===== config.mk =====
export PLATFORM = sky130hd
export DESIGN_NAME = sigmul_iter
export DESIGN_NICKNAME = d
export VERILOG_FILES = /design/src/rtl/sigmul_pkg.sv /design/src/rtl/sigmul_pp.sv /design/src/rtl/sigmul_iter.sv
export SDC_FILE = /design/constraint.sdc
export NUM_CORES = 1
export LEC_CHECK = 0
export ABC_AREA = 1
export CAP_MARGIN = 20
export CORE_MARGIN = 3
export CORE_UTILIZATION = 52
export DETAILED_ROUTE_END_ITERATION = 12
export PLACE_DENSITY = 0.77
export SLEW_MARGIN = 30
export SYNTH_ARGS = -nofsm -noshare
export SYNTH_HDL_FRONTEND = slang
export SYNTH_HIERARCHICAL = 1
export SYNTH_SLANG_ARGS = --single-unit

===== constraint.sdc =====
create_clock -name clk -period 3 [get_ports clk]
set_input_delay 0.75 -clock clk [delete_from_list [all_inputs] [get_ports clk]]
set_output_delay 0.75 -clock clk [all_outputs]
set_load 0.05 [all_outputs]

===== src/rtl/sigmul_pkg.sv =====
// sigmul_pkg: FSM state type and sizing helpers for the iterative
// significand multiplier.
package sigmul_pkg;

  typedef enum logic [1:0] {
    IDLE,
    BUSY,
    DONE
  } state_e;

  function automatic int niter_f(input int nsig, input int k);
    return (nsig + k) / k;
  endfunction

  function automatic int cnt_w_f(input int nsig, input int k);
    return $clog2(niter_f(nsig, k) + 1);
  endfunction

endpackage


===== src/rtl/sigmul_pp.sv =====
// sigmul_pp: combinational K-bit partial product, a * b[K-1:0].
// Sized NSIG+1+K so no product bit is ever lost.
module sigmul_pp #(
  parameter int NSIG = 10,
  parameter int K    = 2
) (
  input  logic [NSIG:0]   a,
  input  logic [K-1:0]    b,
  output logic [NSIG+K:0] pp
);

  localparam int PW = NSIG + 1 + K;

  always_comb begin
    pp = PW'(a) * PW'(b);
  end

endmodule


===== src/rtl/sigmul_iter.sv =====
// sigmul_iter: iterative significand multiplier, K multiplier bits per cycle.
// Optional SIGMUL_ZERO_SKIP_EN ends BUSY once the remaining multiplier is zero.
import sigmul_pkg::*;

module sigmul_iter #(
  parameter int NSIG = 10,
  parameter int K    = 2
) (
  input  logic              clk,
  input  logic              rst_n,
  input  logic              in_valid,
  output logic              in_ready,
  input  logic [NSIG:0]     a,
  input  logic [NSIG:0]     b,
  output logic              out_valid,
  input  logic              out_ready,
  output logic [2*NSIG+1:0] p,
  output logic              busy
);

  localparam int NITER = niter_f(NSIG, K);
  localparam int CNTW  = cnt_w_f(NSIG, K);
  localparam int BW    = NITER * K;
  localparam int ACCW  = 2 * NSIG + 2;
  localparam int PW    = NSIG + 1 + K;
  localparam logic [CNTW-1:0] LAST = CNTW'(NITER - 1);

  state_e            state_q, state_d;
  logic [NSIG:0]     a_q, a_d;
  logic [BW-1:0]     b_q, b_d;
  logic [ACCW-1:0]   acc_q, acc_d;
  logic [CNTW-1:0]   cnt_q, cnt_d;
  logic [PW-1:0]     pp;
  logic [ACCW-1:0]   pp_sh;
  logic              accept;

  sigmul_pp #(
    .NSIG(NSIG),
    .K   (K)
  ) u_pp (
    .a (a_q),
    .b (b_q[K-1:0]),
    .pp(pp)
  );

  always_comb begin
    in_ready  = (state_q == IDLE) ||
                ((state_q == DONE) && out_ready);
    out_valid = (state_q == DONE);
    busy      = (state_q == BUSY);
    p         = acc_q;
  end

  always_comb begin
    state_d = state_q;
    a_d     = a_q;
    b_d     = b_q;
    acc_d   = acc_q;
    cnt_d   = cnt_q;
    accept  = in_valid && in_ready;
    pp_sh   = ACCW'(pp) << (int'(cnt_q) * K);
    unique case (state_q)
      BUSY: begin
        acc_d = acc_q + pp_sh;
        b_d   = b_q >> K;
        cnt_d = cnt_q + 1'b1;
        if (cnt_q == LAST) state_d = DONE;
`ifdef SIGMUL_ZERO_SKIP_EN
        if (b_d == '0) state_d = DONE;
`endif
      end
      DONE: begin
        if (out_ready && !in_valid) state_d = IDLE;
      end
      default: ;
    endcase
    // New operands win over any other transition (zero-bubble handoff)
    if (accept) begin
      a_d     = a;
      b_d     = BW'(b);
      acc_d   = '0;
      cnt_d   = '0;
      state_d = BUSY;
    end
  end

  always_ff @(posedge clk or negedge rst_n) begin
    if (!rst_n) begin
      state_q <= IDLE;
      a_q     <= '0;
      b_q     <= '0;
      acc_q   <= '0;
      cnt_q   <= '0;
    end else begin
      state_q <= state_d;
      a_q     <= a_d;
      b_q     <= b_d;
      acc_q   <= acc_d;
      cnt_q   <= cnt_d;
    end
  end

endmodule


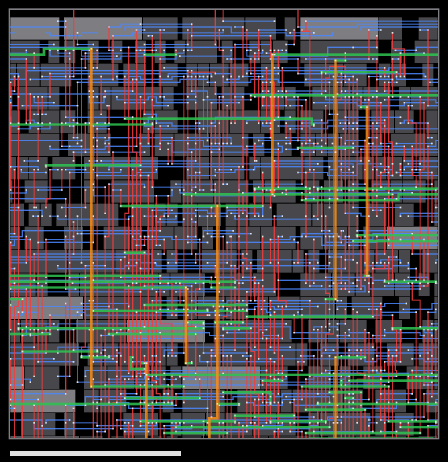
Fig. 1. Zoomed window.
The bar under the picture is 20 microns long. Window x 25 to 75, y 46 to 96 microns. Cells in grey, sequential cells in the stronger grey; small squares are vias.
- orange: met4
- green: met3
- blue: met1
- red: met2
- netlist names of flops here include: `p` (7), `cnt_q` (1)
- most frequent: nand2_1 (68), buf_4 (28), inv_1 (16)
- cells with their middle in the window: 262
- sequential cells in the window: 8

==> impl_metrics.py <==
# Physical implementation metrics
metrics = {
    "status": {
        "status": "complete, but fails checks",
        "failed_checks": "setup timing",
    },
    "critical_path": {
        "reg2reg_to": "p[15]$_DFFE_PN0P_",
        "reg2reg_depth": 23,
        "startpoint": "b_q[0]$_DFFE_PN0P_",
        "worstSetupPathType": "reg2reg",
        "rr_startpoint": "b_q[0]$_DFFE_PN0P_",
        "setup.worst_path.end_class": "flop",
        "worstPathRequired_ns": 3.23,
    },
    "global_routing": {
        "grt_overflow": 0,
        "grt_use_total_pct": 30.1,
        "grt_max_degree": 32,
        "grt_pass1_vias": 5026,
    },
    "cells_and_area": {
        "stdcell_area_sq_um": 7000,
        "nFillCells": 564,
        "layout-drive-gt1-share_pct": 35.8,
        "layout-area-overhead-vs-synth_pct": 49.8,
        "utilization_pct": 82.7,
        "nets": 933,
        "fin_cells": 974,
    },
    "logic_synthesis": {
        "post_synth.cell_area_avg_sq_um": 6.31,
        "synth_warnings": 6,
        "ys_area_sq_um": 4670,
        "ys_seq_share_pct": 26.3,
        "aoi_share_pct": 10.2,
        "synthArstFlopShare_pct": 100,
        "area_leaders": "dfrtp_1, nand2_1, ha_1, inv_1, nand3_1",
        "netlist_instances": 740,
        "ys_cells": 740,
        "ys.flops": 49,
        "mux_share_pct": 0.429,
        "top_area_share_pct": 26.3,
        "synth.logic.top_family": "simple AND/OR/NAND/NOR gates",
        "synth-edff-count": 0,
        "ys_types": 39,
        "top_area_cell": "dfrtp_1",
        "synth.top_cells.by_count": "nand2_1, inv_1, dfrtp_1, nand3_1",
    },
    "detailed_routing": {
        "first_pass_iters": 7,
        "vias": 5346,
        "drt-met1-wl_mm": 6.91,
        "met3_length_mm": 1.09,
        "drc_errors": 0,
        "finalWirelength_mm": 15.8,
        "post_drt_via_cell_ratio": 5.49,
    },
    "floorplan": {
        "dieArea_sq_um": 10200,
        "rows": 33,
        "core_area_sq_um": 8460,
        "dieWidth_microns": 101,
        "fp-utilization_pct": 55.2,
        "boundaryPins": 51,
        "die_h_microns": 101,
    },
    "timing": {
        "period_needed_ns": 3.56,
        "setup_viol": 18,
        "relSlewSlack_pct": 52.2,
        "period_used_pct": 119,
        "rsz0062_at_grt": "true",
        "clock.fmax_mhz": 281,
        "setup_ws_ns": -0.556,
        "finalClockSkew_ns": 0.00509,
        "worst_pin_slew_ns": 0.717,
        "hold_violations": 0,
        "maxSlewViolCount": 0,
    },
    "clock_network": {
        "cts_tree": "built",
        "clockBufferDepth": 2,
        "clockRootBuffer": "clkbuf_8",
        "cts_hold_buffers": 0,
        "cts_buffers": 5,
    },
    "place": {
        "gp_congestion": 1.01,
        "detailedPlacementHpwl_mm": 10.7,
        "placed_cells": 938,
    },
    "pwr": {
        "vdd_drop_max_v": 0.000183,
        "p_total_mw": 1.27,
        "p_per_area_nw_per_um2": 182,
    },
    "job": {
        "maxCapViolations": 0,
    },
    "worst_hold_path": {
        "min_path_type": "in2async",
    },
}
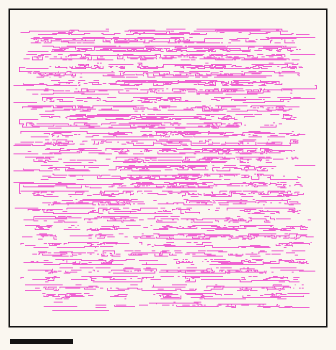
Fig. 2. The metal 1 layer.
The bar under the picture is 20 microns long.
- longest straight run: 47.4 microns
- share of all routed wire: 44%
- nets with wire on the layer: 872
- wire length on this layer: 6,910 microns

-- cells in the final DEF (no fill, tap or decap), types with 4 or more instances in the layout --
cell type        netlist  final
inv_1                104     84
nor2_1                37     18
nand2_2               11     44
nor2_4                 3     14
buf_4                  2     77
o21ai_4                0      4
nand3b_1               7      7
o211ai_1               5      5
dfrtp_1               49     47
o21ai_2                0     17
inv_2                  4     23
nand4_1                8      8
ha_4                   0     24
clkdlybuf4s50_1        0     48
nand3_1               43     25
clkbuf_8               0      5
nand2_1              302    254
xor2_2                 0      4
buf_6                  0      9
o21ai_1                3     13
nor2_2                 5     13
a21oi_1               22     11
ha_1                  37     12
o21ai_0               37      6
a21oi_2                2     11
nand2_4                3     18
nand3_2                4     19
-- power by group --
part           internal, mW  switching, mW
clock                 0.176          0.290
sequential            0.672        0.00778
combinational        0.0666         0.0623
-- layout make-up --
| class | count | area [sq um] | area share (%) |
|---|---|---|---|
| multi-input cells | 564 | 3890 | 55.7 |
| clock buffers | 5 | 68.8 | 0.984 |
| clock inverters | 3 | 28.8 | 0.411 |
| inverters | 109 | 414 | 5.92 |
| flip-flops and latches | 49 | 1230 | 17.6 |
| repair buffers | 139 | 1230 | 17.6 |
| well taps | 105 | 131 | 1.88 |
-- critical path: stages (launching register included) --
cell and delay (ns):
dfrtp_2 0.45, buf_6 0.13, nand2_4 0.05, inv_2 0.04
ha_4 0.15, fa_2 0.43, nand2_2 0.09, nand3_2 0.09
nand2_2 0.08, xnor2_1 0.13, inv_1 0.11, o21ai_4 0.19
buf_6 0.12, o21ai_4 0.07, o21ai_2 0.22, ha_4 0.25
nand2_4 0.11, inv_2 0.06, a21oi_4 0.17, nor2_1 0.08
nor2_2 0.18, nand3b_1 0.11, nand3_1 0.09, nand2_1 0.06
No activity file was given, so power comes from the tool's default toggle rates.
